[src/rtl/mem_req_arbiter.sv]
// N-channel memory address-bus arbiter: work-conserving round-robin by default,
// strict fixed-slot TDM when ARB_FIXED_SLOT_EN is defined.
module mem_req_arbiter #(
  parameter int NUM_CH      = 2,
  parameter int ADDR_W      = 15,
  parameter int SLOT_CYCLES = 2
) (
  input  logic                                      clk_i,
  input  logic                                      rst_i,
  input  logic [NUM_CH-1:0]                         req_i,
  input  logic [NUM_CH*ADDR_W-1:0]                  addr_in_i,
  output logic [NUM_CH-1:0]                         gnt_o,
  output logic [(NUM_CH > 1 ? $clog2(NUM_CH) : 1)-1:0] gnt_id_o,
  output logic [ADDR_W-1:0]                         addr_out_o,
  output logic                                      addr_valid_o
);

  localparam int ID_W  = NUM_CH > 1 ? $clog2(NUM_CH) : 1;
  localparam int CNT_W = SLOT_CYCLES > 1 ? $clog2(SLOT_CYCLES) : 1;
  localparam logic [ID_W-1:0]  LAST_ID  = ID_W'(NUM_CH - 1);
  localparam logic [CNT_W-1:0] CNT_LOAD = CNT_W'(SLOT_CYCLES - 1);

  typedef enum logic {IDLE, GRANT} state_e;

  state_e                    state_q, state_d;
  logic [ID_W-1:0]           ptr_q, ptr_d;
  logic [CNT_W-1:0]          slot_cnt_q, slot_cnt_d;
  logic [NUM_CH-1:0]         gnt_q, gnt_d;
  logic [ID_W-1:0]           gnt_id_q, gnt_id_d;
  logic [ADDR_W-1:0]         addr_q, addr_d;
  logic                      valid_q, valid_d;

  logic                      loadEn;
  logic                      clearEn;
  logic [ID_W-1:0]           loadId;
  logic [NUM_CH*ADDR_W-1:0]  selVec;

  function automatic logic [ID_W-1:0] nextId(input logic [ID_W-1:0] id);
    return (id == LAST_ID) ? '0 : id + 1'b1;
  endfunction

`ifdef ARB_FIXED_SLOT_EN
  logic [NUM_CH-1:0] ownerVec;

  // IDLE only marks the very first slot after reset; afterwards the slot
  // owner simply rotates every SLOT_CYCLES cycles whether or not it requests.
  always_comb begin
    state_d    = GRANT;
    ptr_d      = ptr_q;
    slot_cnt_d = slot_cnt_q - 1'b1;
    loadEn     = 1'b0;
    clearEn    = 1'b0;
    loadId     = (state_q == IDLE) ? ptr_q : nextId(ptr_q);
    ownerVec   = req_i >> loadId;
    if (state_q == IDLE || slot_cnt_q == '0) begin
      ptr_d      = loadId;
      slot_cnt_d = CNT_LOAD;
      if (ownerVec[0]) begin
        loadEn = 1'b1;
      end else begin
        clearEn = 1'b1;
      end
    end
  end
`else
  logic              slotEnd;
  logic [ID_W-1:0]   searchStart;
  logic [NUM_CH-1:0] holdVec;
  logic [NUM_CH-1:0] shReq;
  logic              pickFound;
  logic [ID_W-1:0]   pickId;
  int                idx;

  // A slot ends on count expiry or when the owner drops its request; the
  // replacement search then starts just past the owner so nobody starves.
  always_comb begin
    holdVec     = req_i >> gnt_id_q;
    slotEnd     = (state_q == GRANT) && ((slot_cnt_q == '0) || !holdVec[0]);
    searchStart = slotEnd ? nextId(gnt_id_q) : ptr_q;
  end

  always_comb begin
    pickFound = 1'b0;
    pickId    = '0;
    idx       = 0;
    shReq     = '0;
    for (int i = 0; i < NUM_CH; i++) begin
      idx = int'(searchStart) + i;
      if (idx >= NUM_CH) idx = idx - NUM_CH;
      shReq = req_i >> idx;
      if (!pickFound && shReq[0]) begin
        pickFound = 1'b1;
        pickId    = ID_W'(idx);
      end
    end
  end

  always_comb begin
    state_d    = state_q;
    ptr_d      = ptr_q;
    slot_cnt_d = slot_cnt_q;
    loadEn     = 1'b0;
    clearEn    = 1'b0;
    loadId     = pickId;
    if (state_q == IDLE) begin
      if (pickFound) begin
        loadEn     = 1'b1;
        state_d    = GRANT;
        slot_cnt_d = CNT_LOAD;
      end
    end else if (slotEnd) begin
      ptr_d = searchStart;
      if (pickFound) begin
        loadEn     = 1'b1;
        slot_cnt_d = CNT_LOAD;
      end else begin
        clearEn    = 1'b1;
        state_d    = IDLE;
        slot_cnt_d = '0;
      end
    end else begin
      slot_cnt_d = slot_cnt_q - 1'b1;
    end
  end
`endif

  // The address is captured once at grant time and held for the whole slot.
  always_comb begin
    gnt_d    = gnt_q;
    gnt_id_d = gnt_id_q;
    addr_d   = addr_q;
    valid_d  = valid_q;
    selVec   = addr_in_i >> (int'(loadId) * ADDR_W);
    if (loadEn) begin
      gnt_d    = NUM_CH'(1) << loadId;
      gnt_id_d = loadId;
      addr_d   = selVec[ADDR_W-1:0];
      valid_d  = 1'b1;
    end else if (clearEn) begin
      gnt_d    = '0;
      gnt_id_d = '0;
      addr_d   = '0;
      valid_d  = 1'b0;
    end
  end

  always_ff @(posedge clk_i) begin
    if (rst_i) begin
      state_q    <= IDLE;
      ptr_q      <= '0;
      slot_cnt_q <= '0;
      gnt_q      <= '0;
      gnt_id_q   <= '0;
      addr_q     <= '0;
      valid_q    <= 1'b0;
    end else begin
      state_q    <= state_d;
      ptr_q      <= ptr_d;
      slot_cnt_q <= slot_cnt_d;
      gnt_q      <= gnt_d;
      gnt_id_q   <= gnt_id_d;
      addr_q     <= addr_d;
      valid_q    <= valid_d;
    end
  end

  assign gnt_o        = gnt_q;
  assign gnt_id_o     = gnt_id_q;
  assign addr_out_o   = addr_q;
  assign addr_valid_o = valid_q;

endmodule
[config.mk]
export PLATFORM = sky130hd
export DESIGN_NAME = mem_req_arbiter
export DESIGN_NICKNAME = d
export VERILOG_FILES = /design/src/rtl/mem_req_arbiter.sv
export SDC_FILE = /design/constraint.sdc
export NUM_CORES = 1
export LEC_CHECK = 0
export CORE_ASPECT_RATIO = 0.5
export CORE_MARGIN = 1.5
export CORE_UTILIZATION = 30
export CTS_CLUSTER_SIZE = 40
export DETAILED_ROUTE_END_ITERATION = 12
export PLACE_DENSITY = 0.77
export SKIP_LAST_GASP = 1
export SLEW_MARGIN = 20
export SYNTH_ARGS = -nofsm -noshare
export SYNTH_HDL_FRONTEND = slang
export SYNTH_SLANG_ARGS = --single-unit
[constraint.sdc]
create_clock -name clk_i -period 1.85 [get_ports clk_i]
set_input_delay 0.2775 -clock clk_i [delete_from_list [all_inputs] [get_ports clk_i]]
set_output_delay 0.2775 -clock clk_i [all_outputs]
set_load 0.05 [all_outputs]
run_1/logic_types.png
Drawn at 8 px/um.
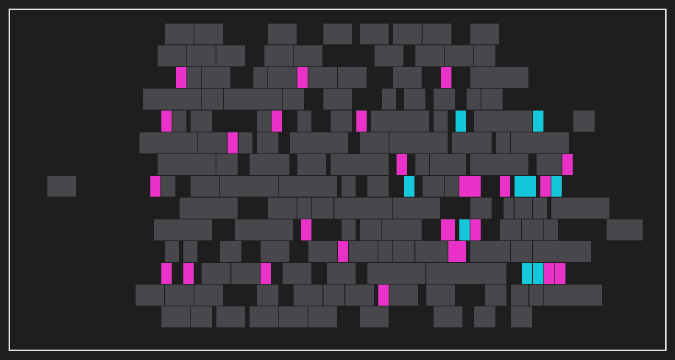
nor cells: shown in cyan, cells 8. nand cells: shown in magenta, cells 24.

run_1/io_fan.png
Drawn at 4 px/um.
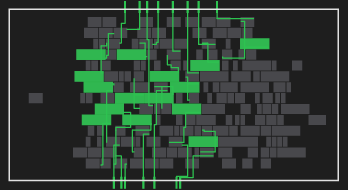
addr_out_o: shown in green, bits 15, direction output, end cells 15, buffers 15, wire 370 um.

run_1/placement.png
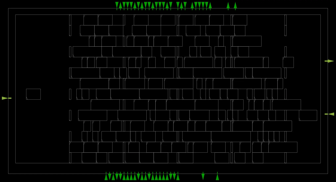
number of tap instances: 40
flop share of the area: 0.265
fin util: 0.532

==> flow_summary.ini, run 1 <==
; physical design summary
[routing]
dr.pass1.iters = 4
met1Wirelength_um = 1160
vias = 1003
wl_met3_um = 61
wirelength_um = 2660
routed.top_layer = met4
drt_iter0_markers = 49
drc = 0
routed-wl-met2_um = 1420
vias_per_cell = 4.89
wire_per_inst_um = 13.0

[logic_synthesis]
synthArstFlopShare = 0
synth.mux.area_fraction = 0.0107
ys_seq_frac = 0.450
netlist_instances = 109
synth.top_cell.area_share = 0.450
yosys_area_um2 = 933
adder_share = 0.0121
edf_count = 0
syn_avg_cell_area_um2 = 8.56
ys_warn_count = 0
fp_nets = 143
ys.flop_type = dfxtp_1
logic_family = AND-OR/OR-AND gates
ys_types = 23
ys_sh_xor = 0
synth_area_um2 = 933

[cts]
h-tree-depth = 1
post_cts_resized = 2
cts_tree = yes
root_buffer = clkbuf_8
numCtsBuffers = 3
path_clk_slew_ns = 0.07
clock_latency_ns = 0.26
cts.sinks = 21
postCtsHoldBufs = 0
cts_buffer_depth = 2

[cells_and_area]
layout_top_cells = 49 x clkdlybuf4s50_1, 21 x nand2_1, 21 x a21oi_1, 21 x dfxtp_1, 15 x a22oi_1
buffers_excl_clock = 61
comb_share = 0.302
buf_share = 0.369
register_area_um2 = 420
num-nets-final = 200
logic_area_um2 = 479
n_all_inverters = 1
largest_register_ffs = 15
synthToLayoutAreaGrowth_pct = 69.8
flops = 21
clock_cell_area_share = 0.0292
fin_area_um2 = 1590
final_common_cell = clkdlybuf4s50_1
drive_gt1_frac = 0.127
comb_cells = 78
dominant-cell-class = non-clock buffers
clkbuf_count = 3

[place]
dp_cells = 200
gp_congestion = 0.785
postPlaceCellArea_um2 = 1500
portBuffers = 52
dp_hpwl_um = 1910
dp_slack_ns = -0.329

[worst_setup_path]
cp_max_fo = 9
critPathCapture = addr_out_o[0]$_SDFFE_PP0P_
crit_type = input pin to register
critPathTopFamily = buffers and inverters
start_kind = input pin
cp_data_required_time_ns = 1.99
crit_path_start = req_i[0]
crit-reg2reg-launch = state_q$_SDFF_PP0_
worst-path-buf-inv = 2
crit_arrival_ns = 1.91
reg2reg_depth = 4
cp_num_cells = 6
rr_endpoint = addr_out_o[0]$_SDFFE_PP0P_
rrSetupSlack_ns = 0.15
endpoint_kind = register
slowest_stage = clkdlybuf4s50_1
worst_path_largest_cell_delay_ns = 0.56
crit_chain = clkdlybuf4s50_1, buf_4, mux2i_2, o32ai_4, a22oi_1, a21oi_1

[grt]
grt_pass1_wl_um = 4200
met3_usage = 0.0326
grt_max_degree = 22
met2_usage = 0.277
grt_busiest_layer = met2
first_global_vias = 912
grt.met1_usage = 0.196

[pwr]
combPwrFrac = 0.337
ir_worst_vdd_v = 0.000286
clock_power_share = 0.241
power_leader = registers
pg_clk_w = 0.000298
p_int_w = 0.000827
p_sw_frac = 0.331
seqPwrFrac = 0.423
p_total_w = 0.00124
comb-power_w = 0.000416
seq-power_w = 0.000523
leakagePower_nw = 0.596

[final_timing]
setup_violations = 0
holdWs_ns = 0.476
maxSlewViolCount = 0
tns_ns = 0
rsz0062_at_grt = yes
tightest_slew_ns = 0.569
clock_skew_ns = 0.00114
fmax_ghz = 0.564
fin_crit_sh = 0.958
hold_viol = 0

[job]
warnings = 27
cap_violations = 0

[worst_hold_path]
worstHoldStart = addr_valid_o$_SDFFE_PP0P_
holdPathEnd = addr_valid_o$_SDFFE_PP0P_
hold_depth = 2

[floorplan]
die_h_um = 42.4
placementRows = 14
fp_util = 0.313
coreArea_um2 = 2980
ioPinCount = 53

[run_status]
status = completed
==> inputs of run 2 (changes only) <==
--- a/config.mk
+++ b/config.mk
@@ -5,6 +5,7 @@
 export SDC_FILE = /design/constraint.sdc
 export NUM_CORES = 1
 export LEC_CHECK = 0
+export ABC_CLOCK_PERIOD_IN_PS = 1850
 export CORE_ASPECT_RATIO = 0.5
 export CORE_MARGIN = 1.5
 export CORE_UTILIZATION = 30
run_2/logic_types.png
Drawn at 8 px/um.
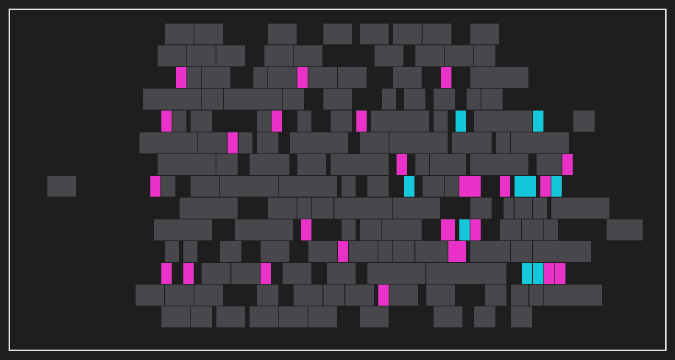
nand cells: shown in magenta, cells 24. nor cells: shown in cyan, cells 8.
Top cell excl fill/tap: clkdlybuf4s50_1
Comb/total area: 0.302
Finished Layout Cells: 205

run_2/io_fan.png
Drawn at 4 px/um.
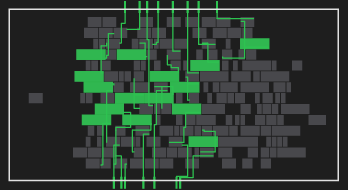
addr_out_o: shown in green, bits 15, direction output, end cells 15, buffers 15, wire 370 um.

run_2/placement.png
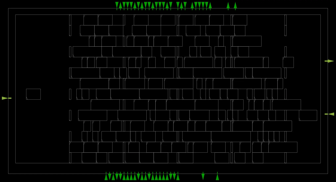
Flop Count: 21
fill cell count: 278
FP Rows: 14
Core Footprint: 2980 um^2

==> run 2 against run 1 <==
  * Wire length unchanged
  * Total power unchanged
  * Via count did not move
  * Highest routed layer unchanged
  * Cell count unchanged
==> flow_summary.ini, run 2 <==
; physical design summary
[run_status]
status = completed

[logic_synthesis]
ys_warn_count = 0
fp_nets = 143
synth.top_cell.area_share = 0.450
syn_avg_cell_area_um2 = 8.56
adder_share = 0.0121
netlist_instances = 109
ys_seq_frac = 0.450
synth_area_um2 = 933

[cts]
cts_buffer_depth = 2
path_clk_slew_ns = 0.07
cts_tree = yes
h-tree-depth = 1
postCtsHoldBufs = 0
clock_latency_ns = 0.26

[routing]
routed-wl-met2_um = 1420
drc = 0
vias = 1003
wire_per_inst_um = 13.0
routed.top_layer = met4
vias_per_cell = 4.89
wirelength_um = 2660
dr.pass1.iters = 4

[cells_and_area]
logic_area_um2 = 479
n_all_inverters = 1
clkbuf_count = 3
num-nets-final = 200
comb_cells = 78
sh_seq_area = 0.265
layout_top_cells = 49 x clkdlybuf4s50_1, 21 x nand2_1, 21 x a21oi_1, 21 x dfxtp_1, 15 x a22oi_1
drive_gt1_frac = 0.127
dominant-cell-class = non-clock buffers

[worst_hold_path]
hold_depth = 2
holdPathEnd = addr_valid_o$_SDFFE_PP0P_

[worst_setup_path]
critPathCapture = addr_out_o[0]$_SDFFE_PP0P_
crit_type = input pin to register
endpoint_kind = register
cp_num_cells = 6
start_kind = input pin
worst-path-buf-inv = 2
rrSetupSlack_ns = 0.15
rr_endpoint = addr_out_o[0]$_SDFFE_PP0P_
crit-reg2reg-launch = state_q$_SDFF_PP0_

[job]
cap_violations = 0

[final_timing]
tns_ns = 0
holdWs_ns = 0.476
rsz0062_at_grt = yes
clock_skew_ns = 0.00114
tightest_slew_ns = 0.569

[pwr]
ir_worst_vdd_v = 0.000286
p_sw_frac = 0.331
combPwrFrac = 0.337
clock_power_share = 0.241
p_int_w = 0.000827
p_total_w = 0.00124
leakagePower_nw = 0.596
comb-power_w = 0.000416

[place]
portBuffers = 52
gp_congestion = 0.785

[grt]
grt.met1_usage = 0.196
==> inputs of run 3 (changes only) <==
--- a/config.mk
+++ b/config.mk
@@ -13,7 +13,6 @@
 export DETAILED_ROUTE_END_ITERATION = 12
 export PLACE_DENSITY = 0.77
 export SKIP_LAST_GASP = 1
-export SLEW_MARGIN = 20
 export SYNTH_ARGS = -nofsm -noshare
 export SYNTH_HDL_FRONTEND = slang
 export SYNTH_SLANG_ARGS = --single-unit
run_3/io_fan.png
Drawn at 4 px/um.
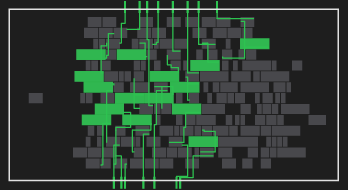
addr_out_o: shown in green, bits 15, direction output, end cells 15, buffers 15, wire 370 um.

run_3/placement.png
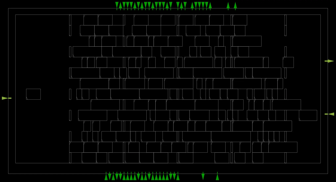

run_3/logic_types.png
Drawn at 8 px/um.
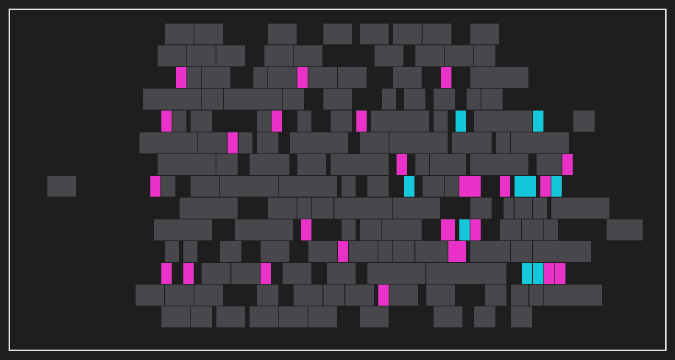
nor cells: shown in cyan, cells 8. nand cells: shown in magenta, cells 24.

==> run 3 against run 2 <==
  * Die size is the same
  * Setup slack is the same
  * Combinational power about the same
  * Flip-flop count did not move
  * Critical path type unchanged
  * Largest power group unchanged
==> flow_summary.ini, run 3 <==
; physical design summary
[worst_setup_path]
crit_path_start = req_i[0]
start_kind = input pin
cp_data_required_time_ns = 1.99
reg2reg_depth = 4
cp_num_cells = 6
crit_chain = clkdlybuf4s50_1, buf_4, mux2i_2, o32ai_4, a22oi_1, a21oi_1
endpoint_kind = register
slowest_stage = clkdlybuf4s50_1
rr_endpoint = addr_out_o[0]$_SDFFE_PP0P_
cp_max_fo = 9

[logic_synthesis]
synthArstFlopShare = 0
ys_warn_count = 0
synth_area_um2 = 933
netlist_instances = 109
synth.top_cell.area_share = 0.450
logic_family = AND-OR/OR-AND gates
fp_nets = 143
ys_seq_frac = 0.450
ys_sh_xor = 0
adder_share = 0.0121
syn_avg_cell_area_um2 = 8.56
synth.mux.area_fraction = 0.0107
yosys_area_um2 = 933

[pwr]
ir_worst_vdd_v = 0.000286
leakagePower_nw = 0.596
clock_power_share = 0.241
p_int_w = 0.000827
p_sw_frac = 0.331
pg_clk_w = 0.000298
p_total_w = 0.00124
comb-power_w = 0.000416
power_leader = registers
seq-power_w = 0.000523
seqPwrFrac = 0.423

[cells_and_area]
num-nets-final = 200
utilization = 0.532
buf_share = 0.369
drive_gt1_frac = 0.127
buffers_excl_clock = 61
clock_cell_area_share = 0.0292
logic_area_um2 = 479
dominant-cell-class = non-clock buffers
largest_register_ffs = 15
flops = 21
clkbuf_count = 3
comb_cells = 78

[grt]
first_global_vias = 912
grt_max_degree = 22
grt_pass1_wl_um = 4200

[place]
dp_cells = 200
dp_slack_ns = -0.329
portBuffers = 52
gp_congestion = 0.785

[cts]
h-tree-depth = 1
path_clk_slew_ns = 0.07
clock_latency_ns = 0.26
cts.sinks = 21
post_cts_resized = 2
postCtsHoldBufs = 0
cts_buffer_depth = 2
root_buffer = clkbuf_8

[job]
warnings = 27
cap_violations = 0

[floorplan]
fp_util = 0.313
taps = 40
placementRows = 14

[routing]
vias_per_cell = 4.89
drt_iter0_markers = 49
dr.pass1.iters = 4
met1Wirelength_um = 1160
wl_met3_um = 61
wirelength_um = 2660
vias = 1003
wire_per_inst_um = 13.0

[final_timing]
tightest_slew_ns = 0.569
fin_crit_sh = 0.958
holdWs_ns = 0.476
clock_skew_ns = 0.00114
setup_violations = 0
maxSlewViolCount = 0
tns_ns = 0
fmax_ghz = 0.564
hold_viol = 0

[worst_hold_path]
holdPathEnd = addr_valid_o$_SDFFE_PP0P_
hold_depth = 2

[run_status]
status = completed
Power figures rest on the tool's default switching activity, not on a simulated workload.
